### src/rtl/sobel_window_ctrl.sv
// 3x3 window controller for a raster-order Sobel datapath: two line buffers plus a column shift register.
// Optional macro SOBEL_CTRL_FRAME_CNT_EN adds a 16-bit completed-frame counter output (frame_cnt).
module sobel_window_ctrl #(
    parameter int IMG_W = 64,
    parameter int IMG_H = 64
) (
    input  logic        clk,
    input  logic        rst_n,
    input  logic        start,
    input  logic [7:0]  pix_in,
    input  logic        pix_valid,
    output logic        pix_ready,
    output logic [71:0] win_data,
    output logic        win_valid,
    input  logic        win_ready,
    output logic        busy,
    output logic        frame_done
`ifdef SOBEL_CTRL_FRAME_CNT_EN
    ,
    output logic [15:0] frame_cnt
`endif
);

    localparam int CW = $clog2(IMG_W);
    localparam int RW = $clog2(IMG_H);
    localparam logic [CW-1:0] COL_LAST  = CW'(IMG_W - 1);
    localparam logic [RW-1:0] ROW_LAST  = RW'(IMG_H - 1);
    localparam logic [CW-1:0] COL_FIRST = CW'(2);
    localparam logic [RW-1:0] ROW_FIRST = RW'(2);

    typedef enum logic [1:0] {
        IDLE  = 2'd0,
        RUN   = 2'd1,
        DRAIN = 2'd2
    } state_t;

    state_t          state_reg;
    state_t          state_next;
    logic [CW-1:0]   col_cnt_reg;
    logic [RW-1:0]   row_cnt_reg;
    logic            win_valid_reg;
    logic            accept;
    logic            last_pix;
    logic            win_load;

    logic [7:0]      lb1_mem [IMG_W];
    logic [7:0]      lb2_mem [IMG_W];
    logic [7:0]      lb1_rd;
    logic [7:0]      lb2_rd;
    logic [23:0]     col_pack;

    assign accept    = pix_valid & pix_ready;
    assign last_pix  = accept & (col_cnt_reg == COL_LAST) & (row_cnt_reg == ROW_LAST);
    // Only interior pixels complete a window; the first two columns of each row just prime the taps.
    assign win_load  = accept & (row_cnt_reg >= ROW_FIRST) & (col_cnt_reg >= COL_FIRST);
    assign win_valid = win_valid_reg;

    always_ff @(posedge clk or negedge rst_n) begin
        if (!rst_n) begin
            state_reg <= IDLE;
        end else begin
            state_reg <= state_next;
        end
    end

    always_comb begin
        state_next = state_reg;
        case (state_reg)
            IDLE:    if (start) state_next = RUN;
            RUN:     if (last_pix) state_next = DRAIN;
            DRAIN:   if (win_valid_reg & win_ready) state_next = IDLE;
            default: state_next = IDLE;
        endcase
    end

    always_comb begin
        pix_ready  = 1'b0;
        busy       = 1'b0;
        frame_done = 1'b0;
        case (state_reg)
            RUN: begin
                pix_ready = ~win_valid_reg | win_ready;
                busy      = 1'b1;
            end
            DRAIN: begin
                busy       = 1'b1;
                frame_done = win_valid_reg & win_ready;
            end
            default: ;
        endcase
    end

    always_ff @(posedge clk or negedge rst_n) begin
        if (!rst_n) begin
            col_cnt_reg <= '0;
            row_cnt_reg <= '0;
        end else if ((state_reg == IDLE) && start) begin
            col_cnt_reg <= '0;
            row_cnt_reg <= '0;
        end else if (accept) begin
            if (col_cnt_reg == COL_LAST) begin
                col_cnt_reg <= '0;
                row_cnt_reg <= (row_cnt_reg == ROW_LAST) ? '0 : row_cnt_reg + 1'b1;
            end else begin
                col_cnt_reg <= col_cnt_reg + 1'b1;
            end
        end
    end

    // Line buffers hold rows r-1 (lb1) and r-2 (lb2); contents survive reset on purpose.
    always_ff @(posedge clk) begin
        if (accept) begin
            lb2_mem[col_cnt_reg] <= lb1_mem[col_cnt_reg];
            lb1_mem[col_cnt_reg] <= pix_in;
        end
    end

    assign lb1_rd   = lb1_mem[col_cnt_reg];
    assign lb2_rd   = lb2_mem[col_cnt_reg];
    assign col_pack = {pix_in, lb1_rd, lb2_rd};

    // Each window row is a 3-byte shift register; the newest column enters at byte j=2.
    for (genvar gi = 0; gi < 3; gi++) begin : g_row
        logic [23:0] taps_reg;

        always_ff @(posedge clk or negedge rst_n) begin
            if (!rst_n) begin
                taps_reg <= '0;
            end else if (accept) begin
                taps_reg <= {col_pack[8*gi +: 8], taps_reg[23:8]};
            end
        end

        assign win_data[24*gi +: 24] = taps_reg;
    end

    always_ff @(posedge clk or negedge rst_n) begin
        if (!rst_n) begin
            win_valid_reg <= 1'b0;
        end else if (win_load) begin
            win_valid_reg <= 1'b1;
        end else if (win_ready) begin
            win_valid_reg <= 1'b0;
        end
    end

`ifdef SOBEL_CTRL_FRAME_CNT_EN
    logic [15:0] frame_cnt_reg;

    always_ff @(posedge clk or negedge rst_n) begin
        if (!rst_n) begin
            frame_cnt_reg <= '0;
        end else if (frame_done) begin
            frame_cnt_reg <= frame_cnt_reg + 16'd1;
        end
    end

    assign frame_cnt = frame_cnt_reg;
`endif

endmodule
### config.mk
export PLATFORM = sky130hd
export DESIGN_NAME = sobel_window_ctrl
export DESIGN_NICKNAME = d
export VERILOG_FILES = /design/src/rtl/sobel_window_ctrl.sv
export SDC_FILE = /design/constraint.sdc
export NUM_CORES = 1
export LEC_CHECK = 0
export CAP_MARGIN = 30
export CORE_ASPECT_RATIO = 0.9
export CORE_MARGIN = 2
export CORE_UTILIZATION = 60
export DETAILED_ROUTE_END_ITERATION = 8
export PLACE_DENSITY = 0.77
export SLEW_MARGIN = 20
export SYNTH_ARGS = -nofsm -noshare
export SYNTH_HDL_FRONTEND = slang
export SYNTH_SLANG_ARGS = --single-unit
export TNS_END_PERCENT = 50
### constraint.sdc
create_clock -name clk -period 4.5 [get_ports clk]
set_input_delay 0.675 -clock clk [delete_from_list [all_inputs] [get_ports clk]]
set_output_delay 0.675 -clock clk [all_outputs]
set_load 0.02 [all_outputs]
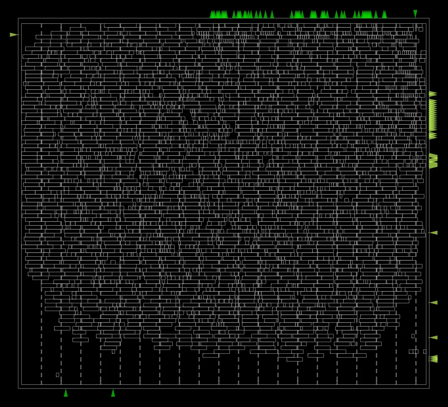
**Above:** cell placement.
final-layout fill cell count: 4525
row count: 93
tap cell count: 950
placeable core region: 71700 sq um

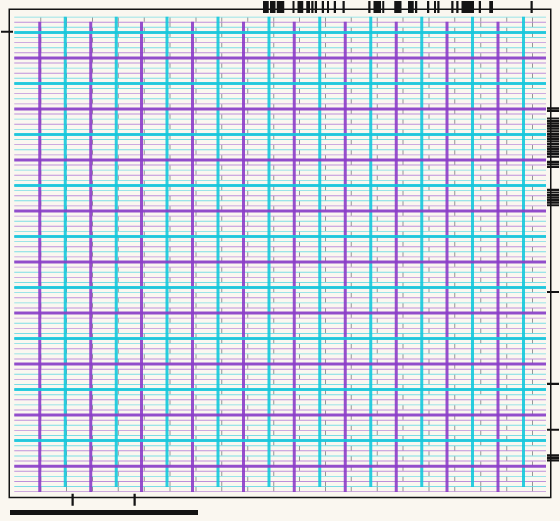
**Above:** floorplan with the power grid.
Scale bar: 100 um. Pins as bars on the die edge. Tap cells in gray.
VSS -> purple
VDD -> cyan
met4 straps = 20
tap cells = 950
signal pins = 89
met1 rails = 94
met5 straps = 18

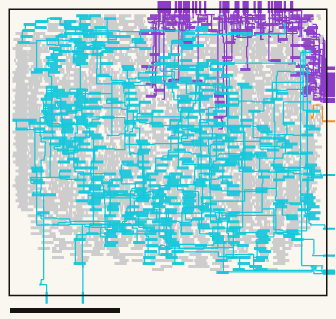
**Above:** I/O nets highlighted.
Scale bar: 100 um.
`pix_ready` -> orange  # bits 1, direction output, end cells 1, buffers 1, wire 32.4 um
`win_data` -> purple  # bits 72, direction output, end cells 72, buffers 72, wire 3380 um
`pix_in` -> cyan  # bits 8, direction input, end cells 520, buffers 16, wire 10400 um

==> flow.log <==
[flow] summary of implementation run
INFO  metric xor_share = 0.0805%
INFO  metric drt_pass1_iterations = 6
INFO  metric power.switching = 11.1 mW
INFO  metric antenna_violating_nets_post_route = 0
INFO  metric share_clk_of_total_power = 26.4%
INFO  metric powerClk = 8.44 mW
INFO  metric synth_stat.cells = 2634
INFO  metric period_used_share = 101%
INFO  metric status = finished, violations left
INFO  metric cell_types_occupying_the_most_area_after_synthesis = edfxtp_1 (71%), dfrtp_1 (5.0%), mux4_2 (2.4%), mux2_2 (2.1%), a22oi_1 (2.1%)
INFO  metric max-cap-violations = 0
INFO  metric insertedDiodeCount = 2
INFO  metric count_of_clock_buffers_in_the_final_design = 131
INFO  metric area_delta_synth_final = 14.6%
INFO  metric first_global_vias = 26800
INFO  metric combinationalPowerShare = 31.2%
INFO  metric most_frequent_cell_after_synthesis = edfxtp_1
INFO  metric cts_hold_repair.buffers = 1
INFO  metric grtUsageMet2 = 52.4%
INFO  metric synth-area-yosys = 43500 sq um
INFO  metric clock_area_share = 6.46%
INFO  metric crit_family = buffers and inverters
INFO  metric vdd_ir_drop_max = 0.000434 V
INFO  metric final_hold_viol_count = 0
INFO  metric edf_count = 1024
INFO  metric fin_skew = 33.8 ps
INFO  metric wl = 137000 um
INFO  metric pwr-share-seq = 42.4%
INFO  metric worst_path_largest_cell_delay = 880 ps
INFO  metric swShare = 34.9%
INFO  metric grt_usage = 37.0%
INFO  metric wl_met3 = 23700 um
INFO  metric r2r_setup_slack = -60 ps
INFO  metric chipArea = 74700 sq um
INFO  metric detail_route.drc_violations = 0
INFO  metric number_of_cts_inserted_buffers = 103
INFO  metric total_leakage_power = 16.4 nW
INFO  metric worst-path-max-fanout = 44
INFO  metric grt_antenna_before_repair = 12
INFO  metric fraction_of_the_mapped_netlist_area_in_compound_gates = 9.50%
INFO  metric p_total = 32.0 mW
INFO  metric timing_max_transition_violations_final = 0
INFO  metric comb_cells = 1323
INFO  metric clkLatencyLatePin = 700 ps
INFO  metric largestPowerGroup = sequential cells
INFO  metric layout_setup_ws = -57.3 ps
INFO  metric ys_types = 76
INFO  metric violations = negative setup slack
INFO  metric finalSetupViolCount = 27
INFO  metric post_synth_instance_area = 43500 sq um
INFO  metric synthesis.nets = 2655
INFO  metric dr_wl_met2 = 58700 um
INFO  metric power_density = 641 nW/um^2
INFO  metric worst-r2r-cell-count = 9
INFO  metric layout.cells.most_common = edfxtp_1
INFO  metric min-delay-start = pix_in[7]
INFO  metric simple_gate_area_share = 5.87%
INFO  metric grt_start_max_net_pins = 70
INFO  metric startpoint_type = flip-flop
INFO  metric detail_route.wl_per_cell = 35.2 um
INFO  metric min_delay_worst_endpoint = lb1_mem[40][7]
INFO  metric ff_count = 1111
INFO  metric relSlewSlack = 15.2%
INFO  metric fin_hold_ws = 227 ps
INFO  metric num-nets-final = 2878
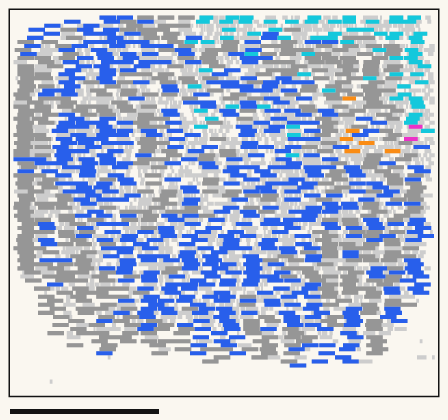
**Above:** where the registers sit.
Scale bar: 100 um.
`state_reg` -> magenta  # sequential cells 2
`col_cnt_reg` -> orange  # sequential cells 6
`g_row.taps_reg` -> cyan  # sequential cells 72
`lb1_mem` -> blue  # sequential cells 512, where all over the die
proportion of cell area occupied by registers: 66.1%
post-layout utilization of the core: 69.6%
footprint of the flip-flops and latches: 32900 sq um

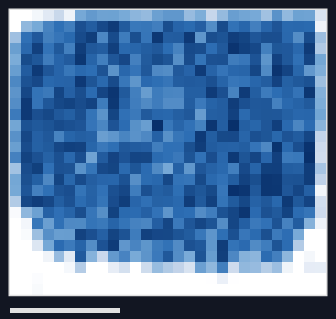
**Above:** cell area per tile.
Scale bar: 100 um. The die is cut into 29 by 26 equal tiles; white is low, dark blue is high, 0 to 100% covered.
tiles over 75% full = 52%
emptiest ninth of the die = south-west
mean over tiles = 65%
fullest tile = 100%
nearly empty tiles = 11%
floorplan utilization: 60.7%

-- worst register-to-register path: cells and delay by family, from the launching register on --
| family | cells | cell delay [ps] |
|---|---|---|
| compound gates | 3 | 990 |
| buf+inv | 4 | 1420 |
| mux | 1 | 220 |
| flops | 1 | 880 |
| simple gates | 1 | 790 |
-- through the flow --
step	worst slack (ps)	TNS (ps)	cells	utilization [%]	instance area, sq um
6_report	-57.3	-1290	3890	69.6	49900
5_1_grt	191	0	3888	69.5	49900
4_1_cts	81.1	0	3886	69.5	49800
3_5_place_dp	116	0	3699	65.0	46600
3_3_place_gp	58.2	0	3697	65.0	46600
2_1_floorplan	688	0	2634	-	43500
Power is estimated from default activity; no workload was simulated.
